Signal wires by layer:
Two of the layers only.
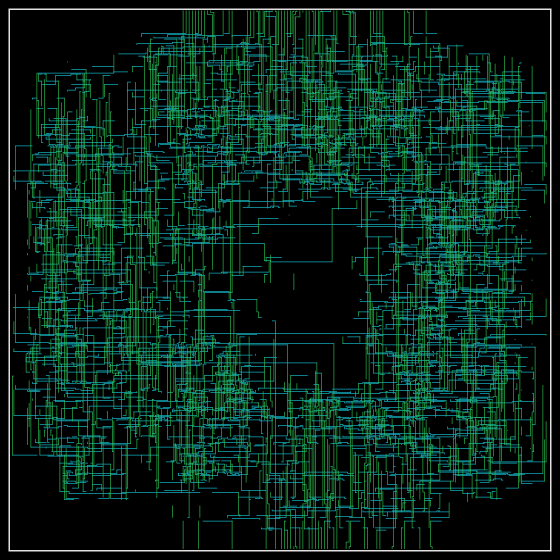
Logic cells by family:
The bar under the picture is 50 µm long.
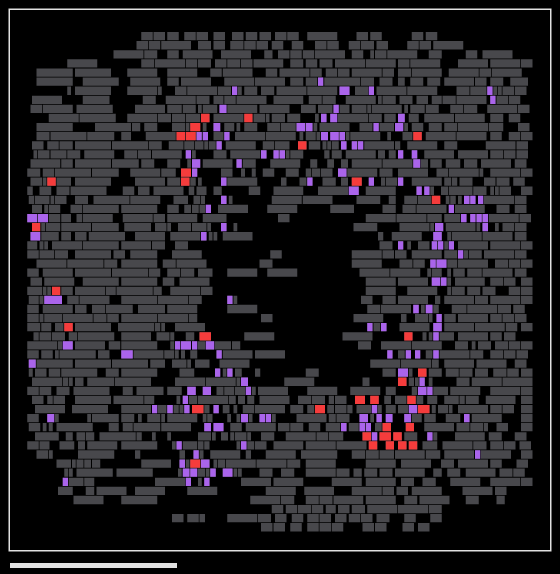
Sequential cells coloured by netlist name:
The bar under the picture is 50 µm long.
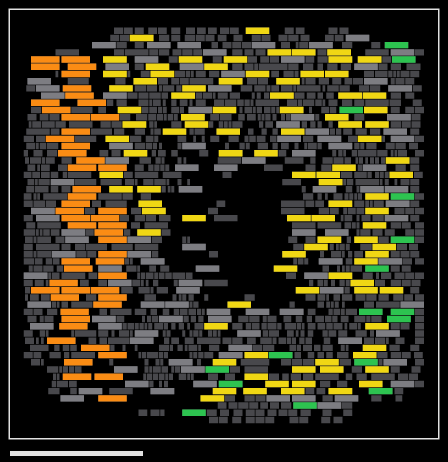
`config.mk`:
```
export PLATFORM = sky130hd
export DESIGN_NAME = ekf_stage_sched_flat
export DESIGN_NICKNAME = d
export VERILOG_FILES = /design/src/rtl/ekf_stage_sched_pkg.sv /design/src/rtl/ekf_stage_sched_if.sv /design/src/rtl/ekf_stage_sched_fifo.sv /design/src/rtl/ekf_stage_sched.sv /design/src/flat_wrapper.sv
export SDC_FILE = /design/constraint.sdc
export NUM_CORES = 1
export LEC_CHECK = 0
export CAP_MARGIN = 20
export CORE_MARGIN = 5
export CORE_UTILIZATION = 53
export DETAILED_ROUTE_END_ITERATION = 12
export PLACE_DENSITY = 0.9
export SLEW_MARGIN = 20
export SYNTH_ARGS = -nofsm -noshare
export SYNTH_HDL_FRONTEND = slang
export SYNTH_SLANG_ARGS = --single-unit
export TNS_END_PERCENT = 20
```
`constraint.sdc`:
```
create_clock -name clk -period 4.2 [get_ports clk]
set_input_delay 1.26 -clock clk [delete_from_list [all_inputs] [get_ports clk]]
set_output_delay 1.26 -clock clk [all_outputs]
set_load 0.01 [all_outputs]
```
`src/rtl/ekf_stage_sched_pkg.sv`:
```
// Shared definitions for the EKF stage scheduler: FSM encodings, stage bit
// positions and the result-word indices used by the writeback map.
package ekf_stage_pkg;

    typedef logic [1:0] state_t;

    localparam state_t S_IDLE  = 2'd0;
    localparam state_t S_ISSUE = 2'd1;
    localparam state_t S_WAIT  = 2'd2;
    localparam state_t S_WB    = 2'd3;

    localparam int unsigned PRD = 0;
    localparam int unsigned NEW = 1;
    localparam int unsigned UPD = 2;

    localparam int unsigned R0 = 0;
    localparam int unsigned R1 = 1;
    localparam int unsigned R2 = 2;
    localparam int unsigned R3 = 3;
    localparam int unsigned R4 = 4;
    localparam int unsigned R5 = 5;

endpackage

```
`src/rtl/ekf_stage_sched_if.sv`:
```
// Request, RSA handshake and state-register bundle of the EKF stage scheduler.
// The master modport is the client/datapath side, slave is the scheduler.
interface ekf_stage_sched_if #(
    parameter int unsigned RSA_DW    = 16,
    parameter int unsigned ROW_LEN   = 10,
    parameter int unsigned STAGE_NUM = 3,
    parameter int unsigned RES_NUM   = 6
);
    logic [STAGE_NUM-1:0]      stage_val;
    logic [STAGE_NUM-1:0]      stage_rdy;
    logic [ROW_LEN-1:0]        landmark_num;
    logic [ROW_LEN-1:0]        l_k;
    logic [STAGE_NUM-1:0]      init;
    logic [STAGE_NUM-1:0]      done;
    logic [RES_NUM*RSA_DW-1:0] result;
    logic [RSA_DW-1:0]         xk;
    logic [RSA_DW-1:0]         yk;
    logic [RSA_DW-1:0]         xita;
    logic [RSA_DW-1:0]         lkx;
    logic [RSA_DW-1:0]         lky;
    logic [ROW_LEN-1:0]        cur_lk;
    logic                      busy;
    logic                      err_tmo;
    logic                      err_req;
    logic                      err_lk;
    logic                      err_clr;

    modport master (
        output stage_val, landmark_num, l_k, done, result, err_clr,
        input  stage_rdy, init, xk, yk, xita, lkx, lky, cur_lk, busy,
               err_tmo, err_req, err_lk
    );

    modport slave (
        input  stage_val, landmark_num, l_k, done, result, err_clr,
        output stage_rdy, init, xk, yk, xita, lkx, lky, cur_lk, busy,
               err_tmo, err_req, err_lk
    );

endinterface

```
`src/rtl/ekf_stage_sched_fifo.sv`:
```
// Request FIFO for the stage scheduler; pointers carry one extra MSB so that
// full and empty are told apart without a separate occupancy counter.
module stage_req_fifo #(
    parameter int unsigned DEPTH = 4,
    parameter int unsigned WIDTH = 13
) (
    input  logic             clk,
    input  logic             rst_n,
    input  logic             push,
    input  logic             pop,
    input  logic [WIDTH-1:0] wdata,
    output logic [WIDTH-1:0] rdata,
    output logic             full,
    output logic             empty
);
    localparam int unsigned AW = $clog2(DEPTH);

    logic [WIDTH-1:0] mem [DEPTH];
    logic [AW:0]      wr_ptr;
    logic [AW:0]      rd_ptr;
    logic             wr_en;
    logic             rd_en;

    assign empty = (wr_ptr == rd_ptr);
    assign full  = (wr_ptr[AW] != rd_ptr[AW]) && (wr_ptr[AW-1:0] == rd_ptr[AW-1:0]);
    assign rdata = mem[rd_ptr[AW-1:0]];
    assign wr_en = push && !full;
    assign rd_en = pop && !empty;

    always_ff @(posedge clk or negedge rst_n) begin
        if (!rst_n) begin
            wr_ptr <= '0;
            rd_ptr <= '0;
        end else begin
            if (wr_en) begin
                wr_ptr <= wr_ptr + (AW+1)'(1);
            end
            if (rd_en) begin
                rd_ptr <= rd_ptr + (AW+1)'(1);
            end
        end
    end

    // Storage is not reset; the pointer reset alone flushes the queue.
    always_ff @(posedge clk) begin
        if (wr_en) begin
            mem[wr_ptr[AW-1:0]] <= wdata;
        end
    end

endmodule

```
`src/rtl/ekf_stage_sched.sv`:
```
// EKF stage scheduler: queues one-hot stage requests, issues them to the RSA
// datapath one at a time and writes results back into the state registers.
module ekf_stage_sched #(
    parameter int unsigned RSA_DW    = 16,
    parameter int unsigned ROW_LEN   = 10,
    parameter int unsigned STAGE_NUM = 3,
    parameter int unsigned RES_NUM   = 6,
    parameter int unsigned QDEPTH    = 4,
    parameter int unsigned TMO_W     = 12
) (
    input logic              clk,
    input logic              sys_rst_n,
    ekf_stage_sched_if.slave bus
);
    import ekf_stage_pkg::*;

    localparam int unsigned EW = STAGE_NUM + ROW_LEN;

    state_t                    state;
    logic [STAGE_NUM-1:0]      cur_stage;
    logic [ROW_LEN-1:0]        cur_lk_q;
    logic [TMO_W-1:0]          wd;
    logic [RES_NUM*RSA_DW-1:0] shadow;
    logic [RSA_DW-1:0]         xk_q;
    logic [RSA_DW-1:0]         yk_q;
    logic [RSA_DW-1:0]         xita_q;
    logic [RSA_DW-1:0]         lkx_q;
    logic [RSA_DW-1:0]         lky_q;
    logic                      err_tmo_q;
    logic                      err_req_q;
    logic                      err_lk_q;

    logic                      full;
    logic                      empty;
    logic                      push;
    logic                      pop;
    logic [EW-1:0]             head;
    logic                      req_one_hot;
    logic                      req_bad;
    logic                      lk_bad;
    logic                      issue_ok;
    logic                      done_hit;
    logic                      tmo_hit;

    function automatic logic [RSA_DW-1:0] rword(input int unsigned idx);
        return shadow[idx*RSA_DW +: RSA_DW];
    endfunction

    always_comb begin
        req_one_hot = $onehot(bus.stage_val);
        push        = req_one_hot && !full;
        req_bad     = (|bus.stage_val) && (!req_one_hot || full);
        pop         = (state == S_IDLE) && !empty;
        lk_bad      = (state == S_ISSUE) && cur_stage[UPD] && (cur_lk_q >= bus.landmark_num);
        issue_ok    = (state == S_ISSUE) && !lk_bad;
        done_hit    = (state == S_WAIT) && (|(bus.done & cur_stage));
        // done in the terminal-count cycle takes priority over the timeout
        tmo_hit     = (state == S_WAIT) && !done_hit && (wd == '1);
    end

    stage_req_fifo #(
        .DEPTH (QDEPTH),
        .WIDTH (EW)
    ) u_fifo (
        .clk   (clk),
        .rst_n (sys_rst_n),
        .push  (push),
        .pop   (pop),
        .wdata ({bus.stage_val, bus.l_k}),
        .rdata (head),
        .full  (full),
        .empty (empty)
    );

    always_ff @(posedge clk or negedge sys_rst_n) begin
        if (!sys_rst_n) begin
            state     <= S_IDLE;
            cur_stage <= '0;
            cur_lk_q  <= '0;
            wd        <= '0;
            shadow    <= '0;
        end else begin
            case (state)
                S_IDLE: begin
                    if (pop) begin
                        {cur_stage, cur_lk_q} <= head;
                        state                 <= S_ISSUE;
                    end
                end
                S_ISSUE: begin
                    wd    <= '0;
                    state <= lk_bad ? S_IDLE : S_WAIT;
                end
                S_WAIT: begin
                    if (done_hit) begin
                        shadow <= bus.result;
                        state  <= S_WB;
                    end else if (tmo_hit) begin
                        state <= S_IDLE;
                    end else begin
                        wd <= wd + TMO_W'(1);
                    end
                end
                S_WB: begin
                    state <= S_IDLE;
                end
                default: begin
                    state <= S_IDLE;
                end
            endcase
        end
    end

    // Writeback map; stages above UPD have no destination registers.
    always_ff @(posedge clk or negedge sys_rst_n) begin
        if (!sys_rst_n) begin
            xk_q   <= '0;
            yk_q   <= '0;
            xita_q <= '0;
            lkx_q  <= '0;
            lky_q  <= '0;
        end else if (state == S_WB) begin
            if (cur_stage[PRD]) begin
                xk_q   <= rword(R1);
                yk_q   <= rword(R2);
                xita_q <= rword(R3);
            end else if (cur_stage[NEW]) begin
                lkx_q <= rword(R0) + rword(R1);
                lky_q <= rword(R2) + rword(R3);
            end else if (cur_stage[UPD]) begin
                xk_q   <= rword(R1);
                yk_q   <= rword(R2);
                xita_q <= rword(R3);
                lkx_q  <= rword(R4);
                lky_q  <= rword(R5);
            end
        end
    end

    // A new error event in the clear cycle keeps its flag set.
    always_ff @(posedge clk or negedge sys_rst_n) begin
        if (!sys_rst_n) begin
            err_tmo_q <= 1'b0;
            err_req_q <= 1'b0;
            err_lk_q  <= 1'b0;
        end else begin
            err_tmo_q <= (err_tmo_q && !bus.err_clr) || tmo_hit;
            err_req_q <= (err_req_q && !bus.err_clr) || req_bad;
            err_lk_q  <= (err_lk_q && !bus.err_clr) || lk_bad;
        end
    end

    assign bus.stage_rdy = full ? '0 : '1;
    assign bus.init      = issue_ok ? cur_stage : '0;
    assign bus.cur_lk    = cur_lk_q;
    assign bus.busy      = (state != S_IDLE) || !empty;
    assign bus.xk        = xk_q;
    assign bus.yk        = yk_q;
    assign bus.xita      = xita_q;
    assign bus.lkx       = lkx_q;
    assign bus.lky       = lky_q;
    assign bus.err_tmo   = err_tmo_q;
    assign bus.err_req   = err_req_q;
    assign bus.err_lk    = err_lk_q;

endmodule

```
`src/flat_wrapper.sv`:
```
// flat-port wrapper written by rule: the top's interface ports become plain ports
module ekf_stage_sched_flat import ekf_stage_pkg::*;
#(
    parameter int unsigned RSA_DW    = 16,
    parameter int unsigned ROW_LEN   = 10,
    parameter int unsigned STAGE_NUM = 3,
    parameter int unsigned RES_NUM   = 6,
    parameter int unsigned QDEPTH    = 4,
    parameter int unsigned TMO_W     = 12
)
  (clk, sys_rst_n, bus_stage_val, bus_landmark_num, bus_l_k, bus_done, bus_result, bus_err_clr, bus_stage_rdy, bus_init, bus_xk, bus_yk, bus_xita, bus_lkx, bus_lky, bus_cur_lk, bus_busy, bus_err_tmo, bus_err_req, bus_err_lk);
  ekf_stage_sched_if #(.RSA_DW(RSA_DW), .ROW_LEN(ROW_LEN), .STAGE_NUM(STAGE_NUM), .RES_NUM(RES_NUM)) bus_i ();
  input logic clk;
  input logic sys_rst_n;
  input wire logic [$bits(bus_i.stage_val)-1:0] bus_stage_val;
  input wire logic [$bits(bus_i.landmark_num)-1:0] bus_landmark_num;
  input wire logic [$bits(bus_i.l_k)-1:0] bus_l_k;
  input wire logic [$bits(bus_i.done)-1:0] bus_done;
  input wire logic [$bits(bus_i.result)-1:0] bus_result;
  input wire logic [$bits(bus_i.err_clr)-1:0] bus_err_clr;
  output wire logic [$bits(bus_i.stage_rdy)-1:0] bus_stage_rdy;
  output wire logic [$bits(bus_i.init)-1:0] bus_init;
  output wire logic [$bits(bus_i.xk)-1:0] bus_xk;
  output wire logic [$bits(bus_i.yk)-1:0] bus_yk;
  output wire logic [$bits(bus_i.xita)-1:0] bus_xita;
  output wire logic [$bits(bus_i.lkx)-1:0] bus_lkx;
  output wire logic [$bits(bus_i.lky)-1:0] bus_lky;
  output wire logic [$bits(bus_i.cur_lk)-1:0] bus_cur_lk;
  output wire logic [$bits(bus_i.busy)-1:0] bus_busy;
  output wire logic [$bits(bus_i.err_tmo)-1:0] bus_err_tmo;
  output wire logic [$bits(bus_i.err_req)-1:0] bus_err_req;
  output wire logic [$bits(bus_i.err_lk)-1:0] bus_err_lk;
  assign bus_i.stage_val = bus_stage_val;
  assign bus_i.landmark_num = bus_landmark_num;
  assign bus_i.l_k = bus_l_k;
  assign bus_i.done = bus_done;
  assign bus_i.result = bus_result;
  assign bus_i.err_clr = bus_err_clr;
  assign bus_stage_rdy = bus_i.stage_rdy;
  assign bus_init = bus_i.init;
  assign bus_xk = bus_i.xk;
  assign bus_yk = bus_i.yk;
  assign bus_xita = bus_i.xita;
  assign bus_lkx = bus_i.lkx;
  assign bus_lky = bus_i.lky;
  assign bus_cur_lk = bus_i.cur_lk;
  assign bus_busy = bus_i.busy;
  assign bus_err_tmo = bus_i.err_tmo;
  assign bus_err_req = bus_i.err_req;
  assign bus_err_lk = bus_i.err_lk;
  ekf_stage_sched #(.RSA_DW(RSA_DW), .ROW_LEN(ROW_LEN), .STAGE_NUM(STAGE_NUM), .RES_NUM(RES_NUM), .QDEPTH(QDEPTH), .TMO_W(TMO_W)) u_core (.clk(clk), .sys_rst_n(sys_rst_n), .bus(bus_i));
endmodule
```
==> qor.txt <==
CTS tree - built
Largest net degree at the start of global routing - 107
Die area - 26100 µm²
TritonCTS sink count - 264
Buf/Inv on CP - 3
Net load switching power - 4.49 mW
Flop2flop setup slack - 1600 ps
Final #Nets - 1351
Comb pwr share - 46.6%
Met1 Usage GRT - 28.2%
Aoi share - 8.78%
Minimum clock period - 4150 ps
Worst-path clk slew - 60 ps
Crit Path Max Fanout - 2
H-tree lvl count - 1
FFs w/ async S/R, synth - 80.3%
Layout cells sized above 1 - 22.3%
# rows - 55
Synth Seq Share - 56.4%
Worst R2R Start - u_core.cur_stage[1]$_DFFE_PN0P_
Yosys stat area - 12200 µm²
Worst EP arrival - 2890 ps
Syn_nets - 1120
Via-per-instance ratio - 5.75
Main logic family after synthesis - multiplexers
Tool warnings - 35
Worst VDD drop - 0.500 mV
Yosys Instances - 942
Leading area contributor after synthesis - dfrtp_1
Hold worst-path end - u_core.bus.lky[13]$_DFFE_PN0P_
Crit-path cells - buf_6 -> ha_4 -> nand2b_4 -> a21o_1 -> a21oi_2 -> o21ai_2 -> a221oi_2 -> buf_4 -> and3_4 -> buf_6
Clk_lat worst skew - 530 ps
Met3 usage - 6.46%
GRT Max-Usage Layer - met2
Unique cell types - 59
Status - finished clean
Chip height - 162 µm
# DRC - 0
Synth-to-Final Area Change - 29.6%
Crit path DRT - 2940 ps
WS Path Type - in2out
Post-DRT Antenna Nets - 0
GP Congestion - 0.867
F_max - 241 MHz
Mux area share - 17.9%
Critical path's largest stage delay - 330 ps
Hold path startpoint - u_core.bus.lky[13]$_DFFE_PN0P_
Worst path most repeated cell - buf_6
Setup Viol. Count Final - 0
WL met3 - 2.55 mm
Met2 WL - 15.1 mm
Main synth FF type - dfrtp_1
Clock Tree Buf Depth - 3
Grt met2 use - 39.8%
Clock power share - 19.0%
Max transition margin - 35.9%
Antenna violations before repair - 1
Syn Area/Cell - 12.9 µm²
Slew @ Worst Pin - 959 ps
R2r endpoint - u_core.bus.xita[5]$_DFFE_PN0P_
Post-synth top area share - 43.6%
Setup crit end - bus_init[2]
Min Hold Slack - 479 ps
Mapped Area - 12200 µm²
# fillers - 1507
Crit path depth - 10
Xor and xnor area share after synthesis - 1.94%
Fp util - 53.7%
IO Count - 225
Cell family with most CP delay - AND-OR/OR-AND gates
Basic Gates by Area - 6.26%
Metal-1 WL - 11.7 mm
Fa+ha+maj area frac - 5.64%
Reg power frac - 34.4%
Post-synthesis cell count - 942
Hold path depth - 2
Post-Place Cells - 1426
Setup Skew - 11.1 ps
Int Pwr - 8.12 mW
Buffers added on ports - 224
DR iter-0 viols - 463
Hold Fails Final Rpt - 0
Crit path from - bus_landmark_num[0]
Net Sw Frac - 35.6%
Worst setup EP type - primary output
Max_cap viols - 0
Top cells, area - dfrtp_1, mux2_2, edfxtp_1
Pre-Repair DR Iteration Count - 5
Hold Path Class - reg2reg
Final Cycle Share - 98.7%
-- 'signal wires by layer' (at the start) --
Key: cyan = M1 [wire length 11700 µm]; green = M2 [wire length 15100 µm]
gr usage total: 22.9%
DR WL/cell: 20.3 µm
WL final: 30.1 mm
vias: 8510

-- 'logic cells by family' (at the start) --
Key: red = non-inverting ao/oa cells [cells 35]; purple = aoi and oai cells [cells 138]
final std cells w/o fill: 1481
most numerous logic cell after layout: dfrtp_1
fraction of area in multi-input gates: 31.9%

-- 'sequential cells coloured by netlist name' (at the start) --
Key: yellow = u_core.shadow [sequential cells 96]; green = u_core.bus.xita [sequential cells 16]; orange = u_core.u_fifo.mem [sequential cells 52, where a vertical strip on the left]
Another 100 sequential cells are not coloured.
FF/Latch Area: 6870 µm²
Power Sequential: 4.33 mW
Seq/total area: 43.6%
final core utilization: 69.6%

## timing repair
item                       in CTS  in global routing
setup buffers                   1                  1
hold endpoints to repair        0                  0
resized                        45                  7
pin swaps                      16                 13
setup endpoints to repair       3                  3
hold buffers                    0                  0
## synthesized netlist by cell type, drive strengths merged, types with 6 or more instances
| cell | instances |
|---|---|
| a21oi | 40 |
| a211oi | 6 |
| nand2 | 51 |
| nor2b | 7 |
| nand3 | 15 |
| nor2 | 26 |
| xor2 | 11 |
| inv | 45 |
| edfxtp | 52 |
| a31oi | 9 |
| xnor2 | 16 |
| dfrtp | 212 |
| ha | 50 |
| o21a | 9 |
| mux4 | 13 |
| o21ai | 56 |
| mux2i | 14 |
| nor3 | 6 |
| or3 | 7 |
| clkbuf | 22 |
| and3 | 14 |
| mux2 | 155 |
| buf | 23 |
| a21o | 15 |
| o22ai | 8 |
| nand4 | 8 |
## per-stage QoR
step           setup slack (ps)  instance area [µm²]  TNS, ps
3_3_place_gp              -1000                14800    -2620
5_1_grt                   -12.7                15800    -12.7
3_5_place_dp              -1030                14800    -2740
6_report                   53.9                15800        0
2_1_floorplan               269                12200        0
4_1_cts                   0.160                15700        0
## cell usage in the layout, fill, tap and decap left out, drive strengths merged, types with 6 or more instances in the layout
cell | synthesis | layout
o21ai | 56 | 56
mux4 | 13 | 13
inv | 45 | 45
a21oi | 40 | 40
nor2 | 26 | 26
dfrtp | 212 | 212
and3 | 14 | 14
o22ai | 8 | 8
nor2b | 7 | 7
nand3 | 15 | 15
nor3 | 6 | 6
xor2 | 11 | 11
mux2 | 155 | 155
nand4 | 8 | 8
mux2i | 14 | 14
buf | 23 | 28
a211oi | 6 | 6
ha | 50 | 50
clkdlybuf4s50 | 0 | 210
clkbuf | 22 | 36
or3 | 7 | 7
xnor2 | 16 | 16
nand2 | 51 | 51
clkinv | 0 | 15
a31oi | 9 | 9
o21a | 9 | 9
a21o | 15 | 15
edfxtp | 52 | 52
## registers in the layout, indices dropped and copies added (netlist names)
register and cells:
u_core.bus.lky 16, u_core.bus.xk 16, u_core.u_fifo.rd_ptr 3, u_core.bus.err_lk 1
u_core.bus.err_tmo 1, u_core.state 2, u_core.shadow 96, u_core.bus.yk 16
u_core.u_fifo.mem 52, u_core.bus.err_req 1, u_core.wd 12, u_core.cur_stage 3
u_core.u_fifo.wr_ptr 3, u_core.bus.lkx 16, u_core.bus.cur_lk 10, u_core.bus.xita 16
## power groups by stage
stage,combinational (mW),sequential (mW),clock [mW]
2_1_floorplan,3.55,4.34,0
3_3_place_gp,5.56,4.28,0
3_5_place_dp,5.76,4.35,0
4_1_cts,5.88,4.33,2.44
5_1_grt,6.43,4.44,2.55
6_report,5.88,4.33,2.40
## area by class of cell
class                           count  area, µm²  share of cell area (%)
Antenna cell                        1       2.50                  0.0159
Clock buffer                       35        768                    4.87
Clock inverter                     17        135                   0.857
Inverter                           45        169                    1.07
Multi-Input combinational cell    588       5030                    31.9
Sequential cell                   264       6870                    43.6
Tap cell                          285        357                    2.26
Timing Repair Buffer              246       2430                    15.4
## tightest hold or removal path, stage by stage (launching register included)
cell	delay, ps
dfrtp_1	340
nand2_1	50
o21ai_0	60
Power and IR drop assume default switching activity.
